File: src/rtl/vm_pkg.sv
// Shared vending-machine datapath definitions: default widths, FSM state
// encoding and the largest legal BCD digit.
package vm_pkg;

  localparam int DIGITS_DEF = 3;
  localparam int BIN_W_DEF  = 10;

  typedef enum logic {
    IDLE = 1'b0,
    CONV = 1'b1
  } state_e;

  localparam logic [3:0] BCD_MAX_DIGIT = 4'd9;

endpackage

File: src/rtl/bcd_to_bin_conv_if.sv
// Start/done handshake and data bus of the BCD-to-binary converter.
// The master issues requests; the slave is the converter.
interface bcd_to_bin_conv_if
  import vm_pkg::*;
#(
  parameter int DIGITS = DIGITS_DEF,
  parameter int BIN_W  = BIN_W_DEF
);

  logic                  start;
  logic [4*DIGITS-1:0]   bcd_in;
  logic                  busy;
  logic                  done;
  logic                  err;
  logic [BIN_W-1:0]      bin_out;

  modport master (
    output start, bcd_in,
    input  busy, done, err, bin_out
  );

  modport slave (
    input  start, bcd_in,
    output busy, done, err, bin_out
  );

endinterface

File: src/rtl/bcd_to_bin_conv_sub_3.sv
// Reverse double-dabble correction cell: subtracts 3 from a BCD digit that
// reads 8 or more after a right shift. Mirror of the add-3 cell.
module sub_3 (
  input  logic [3:0] in_i,
  output logic [3:0] out_o
);

  // Digits >= 8 cannot underflow when reduced by 3.
  assign out_o = (in_i >= 4'd8) ? (in_i - 4'd3) : in_i;

endmodule

File: src/rtl/bcd_to_bin_conv.sv
// Iterative packed-BCD to binary converter (reverse double-dabble).
// One shift/correct iteration per clock; BIN_W iterations per conversion.
module bcd_to_bin_conv
  import vm_pkg::*;
#(
  parameter int DIGITS = DIGITS_DEF,
  parameter int BIN_W  = BIN_W_DEF,
  localparam int CNT_W = $clog2(BIN_W)
) (
  input  logic               clk,
  input  logic               rst_n,
  bcd_to_bin_conv_if.slave   bus
);

  localparam int BCD_W = 4 * DIGITS;

  state_e             state_q, state_d;
  logic [BCD_W-1:0]   bcd_sr_q, bcd_sr_d;
  logic [BIN_W-1:0]   bin_sr_q, bin_sr_d;
  logic [CNT_W-1:0]   cnt_q, cnt_d;
  logic [BIN_W-1:0]   bin_out_q, bin_out_d;
  logic               done_q, done_d;
  logic               err_q, err_d;

  logic [BCD_W-1:0]   bcd_shift;
  logic [BCD_W-1:0]   bcd_corr;
  logic [BIN_W-1:0]   bin_shift;
  logic               in_valid;

  // Right shift of the combined {bcd_sr, bin_sr} register, zero into the MSB.
  assign bcd_shift = {1'b0, bcd_sr_q[BCD_W-1:1]};
  assign bin_shift = {bcd_sr_q[0], bin_sr_q[BIN_W-1:1]};

  // One correction cell per digit of the shifted BCD field.
  for (genvar g = 0; g < DIGITS; g++) begin : g_sub3
    sub_3 u_sub_3 (
      .in_i  (bcd_shift[4*g +: 4]),
      .out_o (bcd_corr[4*g +: 4])
    );
  end

  // Flag a request whose operand holds any digit above 9.
  always_comb begin
    // NOTE: every variable gets a default before any branch so no latch is inferred.
    in_valid = 1'b1;
    for (int i = 0; i < DIGITS; i++) begin
      if (bus.bcd_in[4*i +: 4] > BCD_MAX_DIGIT) in_valid = 1'b0;
    end
  end

  // Next-state and datapath control for the IDLE/CONV sequencer.
  always_comb begin
    state_d   = state_q;
    bcd_sr_d  = bcd_sr_q;
    bin_sr_d  = bin_sr_q;
    cnt_d     = cnt_q;
    bin_out_d = bin_out_q;
    done_d    = 1'b0;
    err_d     = 1'b0;

    unique case (state_q)
      IDLE: begin
        if (bus.start) begin
          if (in_valid) begin
            bcd_sr_d = bus.bcd_in;
            bin_sr_d = '0;
            cnt_d    = '0;
            state_d  = CONV;
          end else begin
            done_d = 1'b1;
            err_d  = 1'b1;
          end
        end
      end
      CONV: begin
        bcd_sr_d = bcd_corr;
        bin_sr_d = bin_shift;
        cnt_d    = cnt_q + 1'b1;
        if (cnt_q == CNT_W'(BIN_W - 1)) begin
          bin_out_d = bin_shift;
          done_d    = 1'b1;
          state_d   = IDLE;
        end
      end
      default: state_d = IDLE;
    endcase
  end

  // State and datapath registers; reset clears everything, aborting any conversion.
  always_ff @(posedge clk or negedge rst_n) begin
    if (!rst_n) begin
      state_q   <= IDLE;
      bcd_sr_q  <= '0;
      bin_sr_q  <= '0;
      cnt_q     <= '0;
      bin_out_q <= '0;
      done_q    <= 1'b0;
      err_q     <= 1'b0;
    end else begin
      // NOTE: non-blocking assignments so every register samples pre-edge values.
      state_q   <= state_d;
      bcd_sr_q  <= bcd_sr_d;
      bin_sr_q  <= bin_sr_d;
      cnt_q     <= cnt_d;
      bin_out_q <= bin_out_d;
      done_q    <= done_d;
      err_q     <= err_d;
    end
  end

  assign bus.busy    = (state_q == CONV);
  assign bus.done    = done_q;
  assign bus.err     = err_q;
  assign bus.bin_out = bin_out_q;

endmodule

File: src/flat_wrapper.sv
// flat-port wrapper written by rule: the top's interface ports become plain ports
module bcd_to_bin_conv_flat import vm_pkg::*;
#(
  parameter int DIGITS = DIGITS_DEF,
  parameter int BIN_W  = BIN_W_DEF,
  localparam int CNT_W = $clog2(BIN_W)
)
  (clk, rst_n, bus_start, bus_bcd_in, bus_busy, bus_done, bus_err, bus_bin_out);
  bcd_to_bin_conv_if #(.DIGITS(DIGITS), .BIN_W(BIN_W)) bus_i ();
  input  logic clk;
  input  logic rst_n;
  input wire logic [$bits(bus_i.start)-1:0] bus_start;
  input wire logic [$bits(bus_i.bcd_in)-1:0] bus_bcd_in;
  output wire logic [$bits(bus_i.busy)-1:0] bus_busy;
  output wire logic [$bits(bus_i.done)-1:0] bus_done;
  output wire logic [$bits(bus_i.err)-1:0] bus_err;
  output wire logic [$bits(bus_i.bin_out)-1:0] bus_bin_out;
  assign bus_i.start = bus_start;
  assign bus_i.bcd_in = bus_bcd_in;
  assign bus_busy = bus_i.busy;
  assign bus_done = bus_i.done;
  assign bus_err = bus_i.err;
  assign bus_bin_out = bus_i.bin_out;
  bcd_to_bin_conv #(.DIGITS(DIGITS), .BIN_W(BIN_W)) u_core (.clk(clk), .rst_n(rst_n), .bus(bus_i));
endmodule
File: config.mk
export PLATFORM = sky130hd
export DESIGN_NAME = bcd_to_bin_conv_flat
export DESIGN_NICKNAME = d
export VERILOG_FILES = /design/src/rtl/vm_pkg.sv /design/src/rtl/bcd_to_bin_conv_if.sv /design/src/rtl/bcd_to_bin_conv_sub_3.sv /design/src/rtl/bcd_to_bin_conv.sv /design/src/flat_wrapper.sv
export SDC_FILE = /design/constraint.sdc
export NUM_CORES = 1
export LEC_CHECK = 0
export CORE_ASPECT_RATIO = 0.8
export CORE_MARGIN = 2
export CORE_UTILIZATION = 25
export CTS_BUF_LIST = sky130_fd_sc_hd__clkbuf_16
export CTS_CLUSTER_DIAMETER = 60
export DETAILED_ROUTE_END_ITERATION = 8
export PLACE_DENSITY = 0.52
export SYNTH_ARGS = -nofsm -noshare
export SYNTH_HDL_FRONTEND = slang
export SYNTH_HIERARCHICAL = 1
export SYNTH_SLANG_ARGS = --single-unit
File: constraint.sdc
create_clock -name clk -period 1.58 [get_ports clk]
set_input_delay 0.474 -clock clk [delete_from_list [all_inputs] [get_ports clk]]
set_output_delay 0.474 -clock clk [all_outputs]
set_load 0.03 [all_outputs]
Fig. 1: wiring by layer
The bar under the picture is 20 um long.
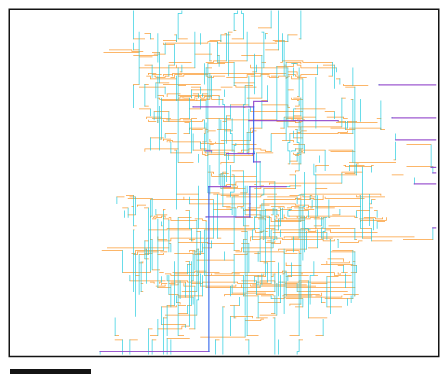
colour	layer	wire length
purple	metal 3	146 um
orange	metal 1	2220 um
cyan	metal 2	1960 um
blue	metal 4	61.9 um
final wirelength: 4390 um
GRT Resource Usage Total: 10.6%

Fig. 2: clock routing
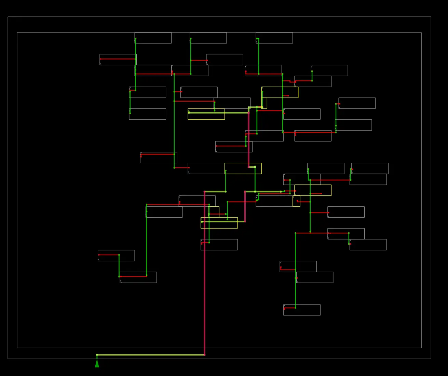
Num Clock Sinks: 38
Clock Skew: 0.00259 ns
TritonCTS Buffers: 5

Fig. 3: register map, names as in the netlist
Other sequential cells in the stronger grey, the rest of the logic in the fainter grey.
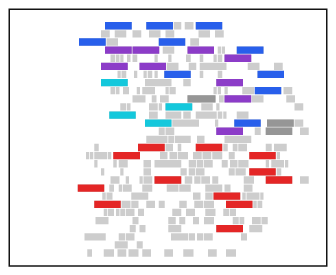
colour	signal	placed flops
blue	u_core/bus.bin_out	10
red	u_core/bcd_sr_q	12
cyan	u_core/cnt_q	4
purple	u_core/bin_sr_q	9

==> run_results.csv <==
group,metric,value,unit
run_status,outcome,"complete, no violations",
clock_network,hold_buffers,0,
yosys,synthCells,199,
worst_setup_path,crit_path_max_incr_delay,0.44,ns
pwr,power_frac_seq,37.9,%
sta,hold_violations,0,
finish,nonClockBufferCount,47,
pwr,leakage,1.25,nW
pwr,comb_power,2.01,mW
pwr,power,4.78,mW
placement,dp.cells,345,
worst_setup_path,reg2reg_slack,0.15,ns
pwr,p_int,2.96,mW
sta,fin_crit,1.52,ns
yosys,simple_gate_share,16.2,%
finish,seq_area_share,34.9,%
clock_network,cts_setup_buffers,0,
finish,final-clk-cell-share,5.18,%
worst_setup_path,path_max_fanout,12,
clock_network,clk_pin_slew,0.06,ns
global_routing,grt_pass1_vias,1586,
die,fp.dieW,106,um
clock_network,cts_max_level,2,
pwr,top_power_group,"combinational cells",
run,warning_count,33,
sta,grt_setup_unrepaired,"no",
yosys,yosysWarnings,6,
yosys,top_area_cell,"dfrtp_1",
route,vias_per_cell,4.45,
die,coreArea,7980,sq um
placement,hpwl,3040,um
finish,utilization,34.2,%
worst_setup_path,path_cells,"buf_6 > buf_4",
finish,comb_area_share,37.4,%
global_routing,grt_overflow,0,
route,num_vias,1571,
finish,area_growth,31.4,%
sta,setup_tns,0,ns
finish,combGateArea,1020,sq um
finish,nMultiInputCombCells,141,
placement,routabilityCongestion,0.711,
yosys,aoi_share,17.7,%
finish,lay_top_count,"dfrtp_1",
yosys,top_area_share,45.8,%
worst_setup_path,crit_type,"flop to output pin",
finish,finalNonFillerCells,353,
finish,dominant-cell-class,"combinational gates",
worst_setup_path,crit_start,"u_core/bus.busy",
route,drt-initial-drc-count,68,
finish,layout.nets,267,
die,fp-utilization,26.0,%
yosys,most_common_cell,"dfrtp_1",
worst_setup_path,r2r_cells,5,
worst_setup_path,cp.required,1.11,ns
yosys,ys_seq_share,45.8,%
yosys,ys_cells,199,
yosys,synthesis.area,2080,sq um
pwr,vdd_drop_max,0.501,mV
worst_setup_path,r2r_start,"u_core/bcd_sr_q[5]",
yosys,mux_share,5.42,%
placement,dpl_cell_area,2580,sq um
die,io-pin-count,28,
pwr,powerClk,0.960,mW
clock_network,ctsResizeCount,22,
finish,fin_area,2730,sq um
run,maxCapViolations,0,
global_routing,grt_pass1_wl,7760,um
yosys,synth_chip_area,2080,sq um
die,fp-row-count,29,
global_routing,use_met3,2.51,%
yosys,yosysUniqueCellTypes,31,
worst_setup_path,endpoint_kind,"output pin",
sta,drv_slew,0,
finish,flops,38,
global_routing,grtUsageMet1,14.7,%
worst_setup_path,path_buffers,2,
yosys,logic_family,"AND-OR/OR-AND gates",
sta,hold_slack,0.153,ns
finish,buffer_area_share,16.1,%
clock_network,cts_max_path_buffers,2,
route,wl_met2,1960,um
die,die_area,9060,sq um
yosys,ys_sh_adder,4.82,%
route,drc_errors,0,
sta,setup_violations,0,
die,taps,108,
route,met3_length,146,um
route,drtAntennaViolNets,0,
finish,layout_top_cells,"dfrtp_1, nand2_1, dlygate4sd2_1, buf_4, nor2b_1",
yosys,postSynth.asyncResetShare,100,%
global_routing,grtUsageMet2,16.2,%
yosys,edf_count,0,
yosys,syn_avg_cell_area,10.4,sq um
yosys,xor_share,3.37,%
yosys,topCellsByArea,"dfrtp_1, mux2_2, nand2_1",
sta,fin_ws,0.0613,ns
placement,place_ws,-0.326,ns
die,die_y,85.5,um
global_routing,busiest_layer,"met2",
worst_setup_path,startpoint_type,"flop",
route,drt_pass1_iterations,4,
placement,io_buffers,27,
finish,drive_above_1_share,19.6,%
route,wl_per_cell,12.4,um
worst_setup_path,crit_family,"flip-flops",
route,top_layer,"met4",
pwr,p_sw_share,37.9,%
worst_hold_path,hp-class,"input port to async pin",
pwr,p_seq,1.81,mW
global_routing,grt_max_degree,39,
finish,fillers,841,
worst_setup_path,arrival,1.04,ns
pwr,clockPowerShare,20.1,%
route,wl_met1,2220,um
finish,seqCellArea,952,sq um
finish,n_antenna_cell,0,
clock_network,cts-root-buf,"clkbuf_16",
worst_setup_path,reg2reg_to,"u_core/bcd_sr_q[5]",
No activity file was given, so power comes from the tool's default toggle rates.
